Fig. 1: run 1, M2 wires
(3 px per µm)
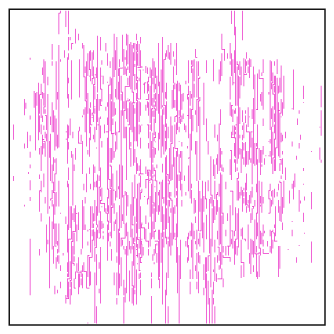
Fig. 2: run 1, clock nets
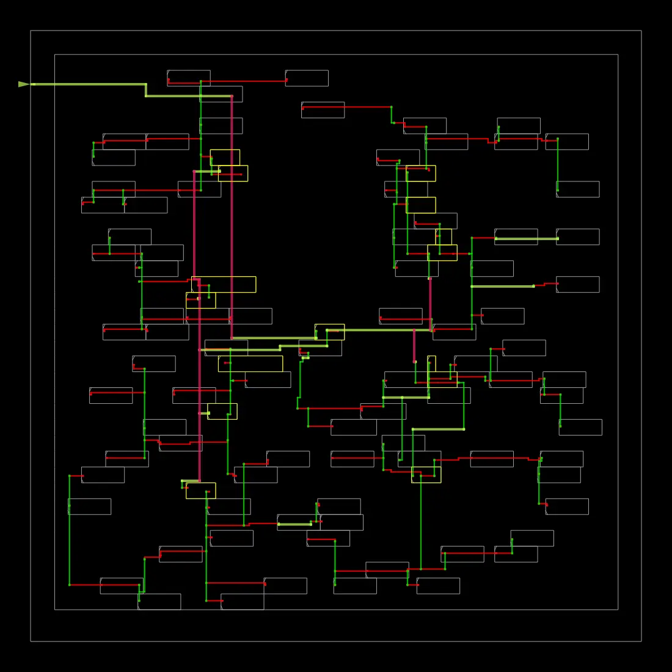
Fig. 3: run 1, wiring by layer
(4 px per µm)
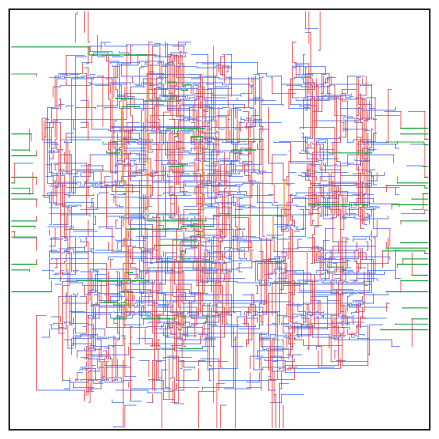
Fig. 4: run 1, PDN straps and rails
(4 px per µm) Pins as bars on the die edge. Tap cells in gray.
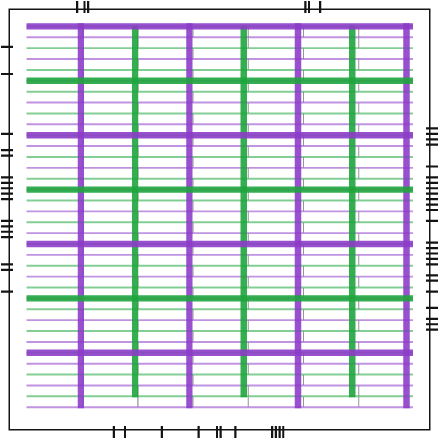
==> config.mk <==
export PLATFORM = sky130hd
export DESIGN_NAME = nand3_stim_driver
export DESIGN_NICKNAME = d
export VERILOG_FILES = /design/src/rtl/nand3_stim_pkg.sv /design/src/rtl/nand3_stim_lfsr.sv /design/src/rtl/nand3_stim_driver.sv
export SDC_FILE = /design/constraint.sdc
export NUM_CORES = 1
export LEC_CHECK = 0
export CAP_MARGIN = 20
export CORE_MARGIN = 4
export CORE_UTILIZATION = 50
export CTS_BUF_LIST = sky130_fd_sc_hd__clkbuf_8 sky130_fd_sc_hd__clkbuf_16
export DETAILED_ROUTE_END_ITERATION = 7
export PLACE_DENSITY = 0.76
export SYNTH_ARGS = -nofsm -noshare
export SYNTH_HDL_FRONTEND = slang
export SYNTH_HIERARCHICAL = 1
export SYNTH_SLANG_ARGS = --single-unit
==> constraint.sdc <==
create_clock -name CLK -period 2.7 [get_ports CLK]
set_clock_uncertainty 0.15 [all_clocks]
set_input_delay 0.675 -clock CLK [delete_from_list [all_inputs] [get_ports CLK]]
set_output_delay 0.675 -clock CLK [all_outputs]
set_load 0.05 [all_outputs]
==> flow_summary.json, run 1 <==
{
  "status": "completed",
  "post_dp_cell_area_um2": 5580,
  "finalNonFillerCells": 775,
  "clock_path_buffers": 2,
  "top_area_frac": 0.368,
  "p_leak_nw": 2.15,
  "grt_pass1_vias": 4350,
  "n_antenna_cell": 0,
  "maxCapViolCount": 0,
  "initial_core_util": 0.509,
  "viasPerCell": 5.89,
  "total_power_w": 0.00348,
  "ys.flops": 86,
  "final_util": 0.643,
  "period_used_share": 0.997,
  "ys_types": 67,
  "drt-initial-drc-count": 291,
  "final-hold-violation-count": 0,
  "yosys_warnings": 6,
  "cts_tree": "yes",
  "area_leaders": "dfxtp_1 (37%), a21oi_1 (6.4%), nand2_1 (5.9%), nor2_1 (4.1%), o21ai_0 (3.6%)",
  "pre_cts_ws_ns": -0.102,
  "maxClockFrequency_ghz": 0.372,
  "setup_tns_ns": 0,
  "fp_nets": 610,
  "dr.pass1.iters": 5,
  "drc_errors": 0,
  "synth_top_flop_cell": "dfxtp_1",
  "mux_area_frac": 0.0342,
  "ys_chip_area_um2": 4680,
  "whs_ns": 0.320,
  "overflow": 0,
  "grt_first_pass_wirelength_um": 19800,
  "xor_share": 0.0631,
  "async_reset_ff_frac": 0,
  "top_cell": "dfxtp_1",
  "worstPathMaxFanout": 8,
  "r2r_cells": 11,
  "synth.cellmix.simpleShare": 0.286,
  "rrSetupSlack_ns": 0.009,
  "dieArea_um2": 11000,
  "topCombFamilyByArea": "simple AND/OR/NAND/NOR gates",
  "drive_above_1_share": 0.148,
  "syn-cell-area_um2": 4680,
  "numPlacedInstances": 759,
  "power_density_nw_per_um2": 589,
  "cts_max_level": 3
}
Notes on Fig. 1 above:
The longest straight run is 39.8 µm. 589 nets have wire on it.
met2 usage: 0.363
final wirelength: 11,900 µm
Via Count: 4,565

Notes on Fig. 2 above:
clock buffer count: 11
Flops: 86
CTS sink cnt: 86
Num CTS Buffers: 9
clk pwr: 0.00102 W

Notes on Fig. 3 above:
Green stands for met3, wire length 577 µm. Blue stands for met1, wire length 5,310 µm. Orange stands for met4, wire length 135 µm. Red stands for met2, wire length 5,900 µm.
total track usage: 0.212
drt wl/cell: 15.4 µm

Notes on Fig. 4 above:
Green stands for VDD. Purple stands for VSS.
111 tap cells. The core has 35 rows. 59 signal pins sit on the boundary.
Die Width: 105 µm
Peak VDD IR: 0.324 mV
Die Height: 105 µm

## run 1: worst max-delay path, cell delays in order (launching register included)
cell and delay, ns:
dfxtp_2 0.40, ha_4 0.18, buf_4 0.13, nand3_4 0.13, o32ai_1 0.30, o221ai_1 0.20, a2111oi_2 0.24, nor4b_4 0.34
nor2_2 0.09, buf_4 0.19, mux2i_1 0.16, nand2_1 0.07
## run 1: area by class of cell
type	count	area (µm²)
repair buffers	111	987
fillers	764	3290
clock inverters	4	71.3
well taps	111	139
inverters	12	45.0
flip-flops and latches	86	1730
multi-input cells	440	2790
clock buffers	11	151
## run 1: layout by cell type, fill, tap and decap left out, drive strengths merged, types with 4 or more instances in the layout
| cell type | instances |
|---|---|
| dfxtp | 86 |
| xnor2 | 18 |
| nand3b | 5 |
| or3 | 14 |
| nor3 | 13 |
| nor2 | 52 |
| a21oi | 60 |
| nand2b | 5 |
| inv | 12 |
| nand3 | 18 |
| or4 | 14 |
| mux2i | 16 |
| o31ai | 6 |
| o21ai | 35 |
| clkdlybuf4s50 | 56 |
| and3 | 6 |
| xor2 | 14 |
| and4 | 4 |
| a22oi | 4 |
| nand2 | 74 |
| o211ai | 7 |
| nand4 | 15 |
| ha | 7 |
| nor4 | 13 |
| buf | 55 |
| clkbuf | 11 |
## run 1: timing repair
action                                  CTS  global route
gates resized                             8            11
hold buffers                              0             0
buffers inserted                          1             0
endpoints found under the setup margin    7             7
pin swaps                                 1             2
## run 1: report_power, final
group | internal [W] | switching, W
Sequential | 0.00136 | 0.0000838
Clock | 0.000564 | 0.000454
Combinational | 0.000401 | 0.000623
## run 1: layer usage
metal  up-vias  global-route usage  wire length [µm]
met4         0              0.0665               134
met5         -                   0                 0
met3        15              0.0334               576
met2       135               0.363              5900
met1      2168               0.273              5310
li1       2247                   -                 -
Fig. 5: run 1, met3 routing
(3 px per µm)
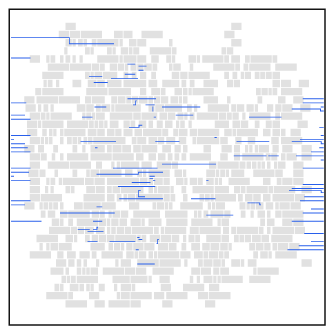

==> run 1 -> run 2 <==
--- a/constraint.sdc
+++ b/constraint.sdc
@@ -3,3 +3,3 @@
 set_input_delay 0.675 -clock CLK [delete_from_list [all_inputs] [get_ports CLK]]
 set_output_delay 0.675 -clock CLK [all_outputs]
-set_load 0.05 [all_outputs]
+set_load 0.01 [all_outputs]
Fig. 6: run 2, met3 routing
(3 px per µm)
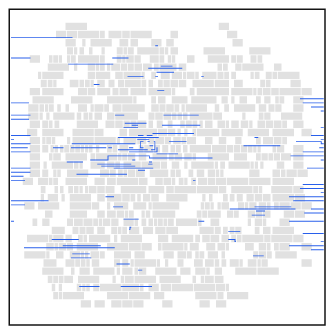
94 nets have wire on it. The layer holds 6.1% of the routed length. The layer carries 714 µm of wire.
Via Count: 4,614
final wirelength: 11,700 µm
global-route track usage on met3: 0.0296

==> run 2 against run 1 <==
Fmax rose by 1.6%. Clock power is about 10% lower. Cell area grew 0.68%. Clock-buffer cell count is 2 lower. Synthesized area is the same. Non-clock buffer count rose by 3. Sequential power about the same. First-iteration DRC count decreased by 3.8%. Power shrank 3.8%. Via count increased by 1.1%. Combinational power about the same. Largest cell class unchanged.
==> flow_summary.json, run 2 <==
{
  "critPathBufInv": 2,
  "final_cell_mix": "dfxtp_1 (81), nand2_1 (73), a21oi_1 (60), clkdlybuf4s50_1 (57), buf_4 (52)",
  "rrSetupSlack_ns": 0.05,
  "drive_above_1_share": 0.159,
  "dr.pass1.iters": 5,
  "status": "completed",
  "fill_cells": 772,
  "n_antenna_cell": 0,
  "cp_slowest_stage_delay_ns": 0.38,
  "finalNonFillerCells": 779,
  "die_h_um": 105,
  "overflow": 0,
  "ys_types": 67,
  "ys.flops": 86,
  "top_area_frac": 0.368,
  "ir_worst_vdd_mv": 0.424,
  "drt-initial-drc-count": 280,
  "p_leak_nw": 2.14,
  "comb_power_w": 0.000996,
  "synth_top_flop_cell": "dfxtp_1",
  "maxCapViolCount": 0,
  "comb_power_share": 0.297,
  "power.group.top": "sequential cells",
  "clock_path_buffers": 2,
  "drc_errors": 0,
  "cts_sinks": 86,
  "syn-cell-area_um2": 4680
}
Fig. 7: run 2, wiring by layer
(4 px per µm)
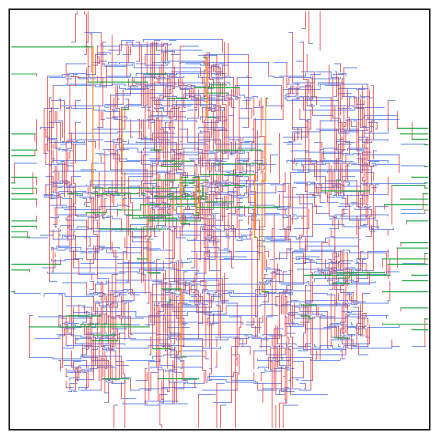
total track usage: 0.209
drt wl/cell: 15.1 µm

[run 2: per-layer routing]
layer,global-route usage,wire length (µm)
met5,0,0
met2,0.363,5660
met4,0.0590,206
met1,0.270,5170
met3,0.0296,714
[run 2: through the flow]
stage | TNS, ns | power (W) | area [µm²] | worst slack (ns) | utilization
2_1_floorplan | 0 | 0.00210 | 4680 | 0.0714 | -
3_3_place_gp | -0.519 | 0.00239 | 5560 | -0.0695 | 0.604
3_5_place_dp | -2.09 | 0.00242 | 5560 | -0.147 | 0.604
4_1_cts | 0 | 0.00334 | 5810 | 0.00775 | 0.632
5_1_grt | -0.0472 | 0.00354 | 5950 | -0.0208 | 0.647
6_report | 0 | 0.00335 | 5950 | 0.0516 | 0.647
[run 2: worst min-delay path: cells and delay by family (launching register included)]
family | cells | cell delay (ns)
DFF | 1 | 0.33
and+or+nand+nor | 1 | 0.05
AOI/OAI and AO/OA | 1 | 0.05
[run 2: logic make-up (layout without fill, tap and decap cells)]
kind of cell | after synthesis | after routing | share of synthesized area
AND/OR/NAND/NOR | 248 | 248 | 0.286
buffers and inverters | 55 | 142 | 0.0545
multiplexers | 16 | 16 | 0.0342
XOR/XNOR | 32 | 32 | 0.0631
flip-flops | 86 | 86 | 0.368
AND-OR/OR-AND | 137 | 137 | 0.175
adder cells (fa/ha/maj) | 7 | 7 | 0.0187
[run 2: repair_timing]
action / CTS / global route
buffers inserted: 1 / 7
gates resized: 10 / 20
pin swaps: 2 / 9
endpoints found under the setup margin: 7 / 8
[run 2: area by class of cell]
cell class	count	area share
multi-input combinational	440	0.473
sequential	86	0.291
inverter	12	0.00757
timing repair buffer	114	0.172
clock buffer	9	0.0208
clock inverter	7	0.0124
tap	111	0.0233
Power is estimated from default activity; no workload was simulated.
